**config.mk**
```make
export PLATFORM = sky130hd
export DESIGN_NAME = controlador_entrada
export DESIGN_NICKNAME = d
export VERILOG_FILES = /design/src/rtl/controlador_entrada.sv
export SDC_FILE = /design/constraint.sdc
export NUM_CORES = 1
export LEC_CHECK = 0
export CAP_MARGIN = 30
export CELL_PAD_IN_SITES_DETAIL_PLACEMENT = 0
export CELL_PAD_IN_SITES_GLOBAL_PLACEMENT = 1
export CORE_MARGIN = 10
export CORE_UTILIZATION = 35
export DETAILED_ROUTE_END_ITERATION = 10
export PLACE_DENSITY_LB_ADDON = 0.1
export RECOVER_POWER = 100
export SLEW_MARGIN = 10
export SYNTH_ARGS = -nofsm -noshare
export SYNTH_HDL_FRONTEND = slang
export SYNTH_SLANG_ARGS = --single-unit
export TNS_END_PERCENT = 1
```
**constraint.sdc**
```tcl
create_clock -name Clock -period 2.2 [get_ports Clock]
set_clock_uncertainty 0.1 [all_clocks]
set_input_delay 0.33 -clock Clock [delete_from_list [all_inputs] [get_ports Clock]]
set_output_delay 0.33 -clock Clock [all_outputs]
set_load 0.01 [all_outputs]
```
**src/rtl/controlador_entrada.sv**
```systemverilog
// rtl/controlador_entrada.sv - Set-key responder: debounces the key, latches the switches, four-phase handshake to the I/O module
// Optional build macro: SIGNED_INPUT_EN (sign-extends the 13 switch bits into Data)

module controlador_entrada #(
  parameter int unsigned DEBOUNCE_CYCLES = 4
) (
  input  logic        Clock,
  input  logic        Reset,
  input  logic [12:0] Switches,
  input  logic        Set,
  input  logic        Req,
  output logic [31:0] Data,
  output logic        Valid,
  output logic        Waiting,
  output logic [7:0]  Contagem
);

  typedef enum logic [2:0] {
    IDLE,
    WAIT_PRESS,
    DEB,
    DELIVER,
    WAIT_RELEASE
  } state_t;

  // Terminal value of the stability counter; cnt never passes it, so it never wraps
  localparam logic [7:0] CNT_MAX = 8'(DEBOUNCE_CYCLES - 1);

  state_t      state;
  logic [7:0]  cnt;
  logic        sync1;
  logic        sync2;
  logic        pressed;
  logic [31:0] switch_word;

  // Two-flop synchronizer for the asynchronous key; resets to "released"
  always_ff @(posedge Clock or negedge Reset) begin
    if (!Reset) begin
      sync1 <= 1'b1;
      sync2 <= 1'b1;
    end else begin
      sync1 <= Set;
      sync2 <= sync1;
    end
  end

  // The key is active-low
  assign pressed = ~sync2;

  // Widen the 13 switch bits to the 32-bit word returned to the core
  always_comb begin
    switch_word = 32'd0;
`ifdef SIGNED_INPUT_EN
    switch_word = {{19{Switches[12]}}, Switches};
`else
    switch_word = {19'd0, Switches};
`endif
  end

  // Request/press/debounce/deliver/release sequencer with registered outputs
  always_ff @(posedge Clock or negedge Reset) begin
    if (!Reset) begin
      state    <= IDLE;
      cnt      <= 8'd0;
      Data     <= 32'd0;
      Valid    <= 1'b0;
      Waiting  <= 1'b0;
      Contagem <= 8'd0;
    end else begin
      case (state)
        IDLE: begin
          Valid   <= 1'b0;
          Waiting <= 1'b0;
          if (Req) begin
            state   <= WAIT_PRESS;
            Waiting <= 1'b1;
          end
        end

        WAIT_PRESS: begin
          if (!Req) begin
            state   <= IDLE;
            Waiting <= 1'b0;
          end else if (pressed) begin
            cnt   <= 8'd0;
            state <= DEB;
          end
        end

        DEB: begin
          // A dropped request outranks a debounce that would complete this cycle
          if (!Req) begin
            state   <= IDLE;
            Waiting <= 1'b0;
          end else if (!pressed) begin
            state <= WAIT_PRESS;
          end else if (cnt == CNT_MAX) begin
            Data     <= switch_word;
            Contagem <= Contagem + 8'd1;
            Valid    <= 1'b1;
            Waiting  <= 1'b0;
            state    <= DELIVER;
          end else begin
            cnt <= cnt + 8'd1;
          end
        end

        DELIVER: begin
          if (!Req) begin
            cnt   <= 8'd0;
            Valid <= 1'b0;
            state <= WAIT_RELEASE;
          end
        end

        WAIT_RELEASE: begin
          // The key must be seen released for a full debounce window before
          // another request is served, so one press answers one request
          if (pressed) begin
            cnt <= 8'd0;
          end else if (cnt == CNT_MAX) begin
            state <= IDLE;
          end else begin
            cnt <= cnt + 8'd1;
          end
        end

        default: begin
          state   <= IDLE;
          Valid   <= 1'b0;
          Waiting <= 1'b0;
        end
      endcase
    end
  end

endmodule

```
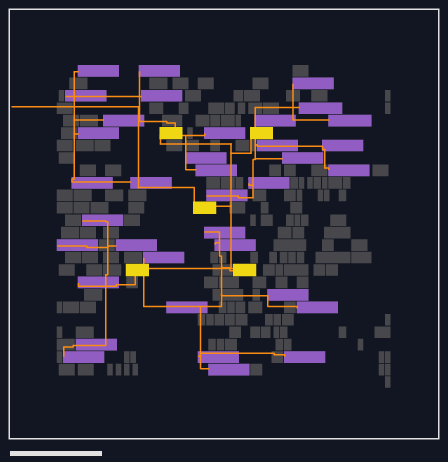
(images/clock_map.png)
The bar under the picture is 20 um long.
orange -> clock wires  # length 518 um
purple -> flip-flops  # count 36
yellow -> cells driving clock nets  # count 5
routed clock nets = 6

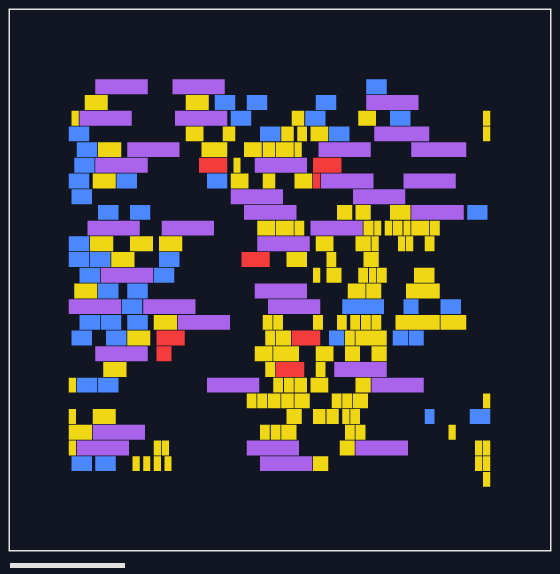
(images/cell_classes.png)
The bar under the picture is 20 um long.
purple -> flip-flops  # cells 36
red -> clock drivers and dummy loads  # cells 8
yellow -> all other logic  # cells 125
blue -> other buffers and delay cells  # cells 45

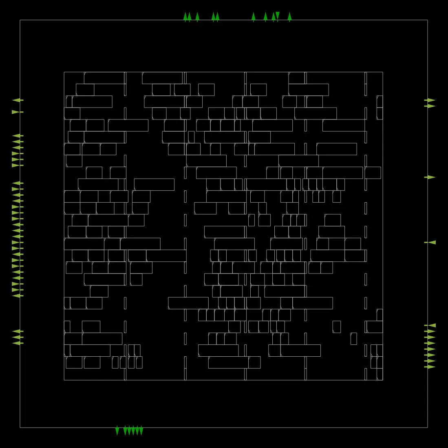
(images/final_placement.png)
std cell rows: 26
non-filler instance count after layout: 284
CORE AREA: 5170 um2

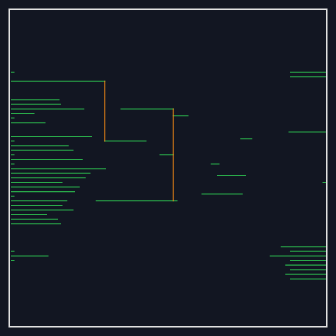
(images/metal_stack.png)
Only two layers are drawn.
orange -> met4  # wire length 44.9 um
green -> met3  # wire length 616 um

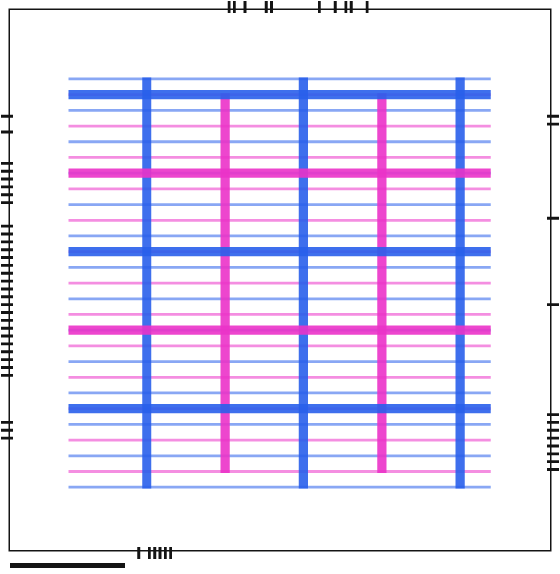
(images/pdn.png)
The bar under the picture is 20 um long. Pins as bars on the die edge.
blue -> VSS
magenta -> VDD
rows = 26
met4 straps = 5
met5 straps = 5
signal pins = 59
met1 rails = 27

[cell usage in the layout, fill, tap and decap left out, types with 3 or more instances in the layout]
master           Yosys  layout
mux2_2              14      14
or3_2                4       4
a21oi_1             10      10
xnor2_1              6       6
and4_1               3       3
o31ai_1              3       3
conb_1               1      19
or4_1                3       3
dlygate4sd3_1        0      26
clkdlybuf4s50_1      0      13
clkbuf_8             0       6
o21ai_0             11      11
nand4_1              5       5
buf_4               22       4
nand2_1              7       7
dfrtp_1             34      34
nand3_1              6       6
[critical path, cell delays in order, from the launching register on]
cell	delay [ns]
dfrtp_1	0.42
ha_1	0.24
nor3b_1	0.32
and4_1	0.30
buf_12	0.17
mux2_2	0.35
[state kept, by name, indices dropped and copies added (netlist names)]
signal,flops
Data,13
Valid,1
state,3
sync2,1
cnt,8
Waiting,1
sync1,1
Contagem,8
==> reports/summary.txt <==
Comb power frac: 18.9%
Metal3 WL: 616 um
Cell Area, Placed: 2300 um2
Synth unique cells: 43
Largest class: sequential cells
R2R depth: 5
DRT met1 WL: 1750 um
P_sw: 453 uW
Run status: finished, final reports clean
Post-synth seq share: 47.7%
Max IR drop VDD: 0.360 mV
Worst reg2reg path startpoint: cnt[0]
Period utilization: 92.6%
Clock network power: 493 uW
CLK BUF: 7
CTS tree: yes
Mean Syn Cell Area: 11.2 um2
R2R setup slack: 0.16 ns
Post-DP HPWL: 3210 um
Hold Path Class: reg -> reg
Synth logic family: simple AND/OR/NAND/NOR gates
H-tree Lvls: 2
Largest net degree at the start of global routing: 37
Max Cap Viol: 0
Crit end category: flop
Die H: 93.5 um
Seq. pwr: 792 uW
Power figures rest on the tool's default switching activity, not on a simulated workload.
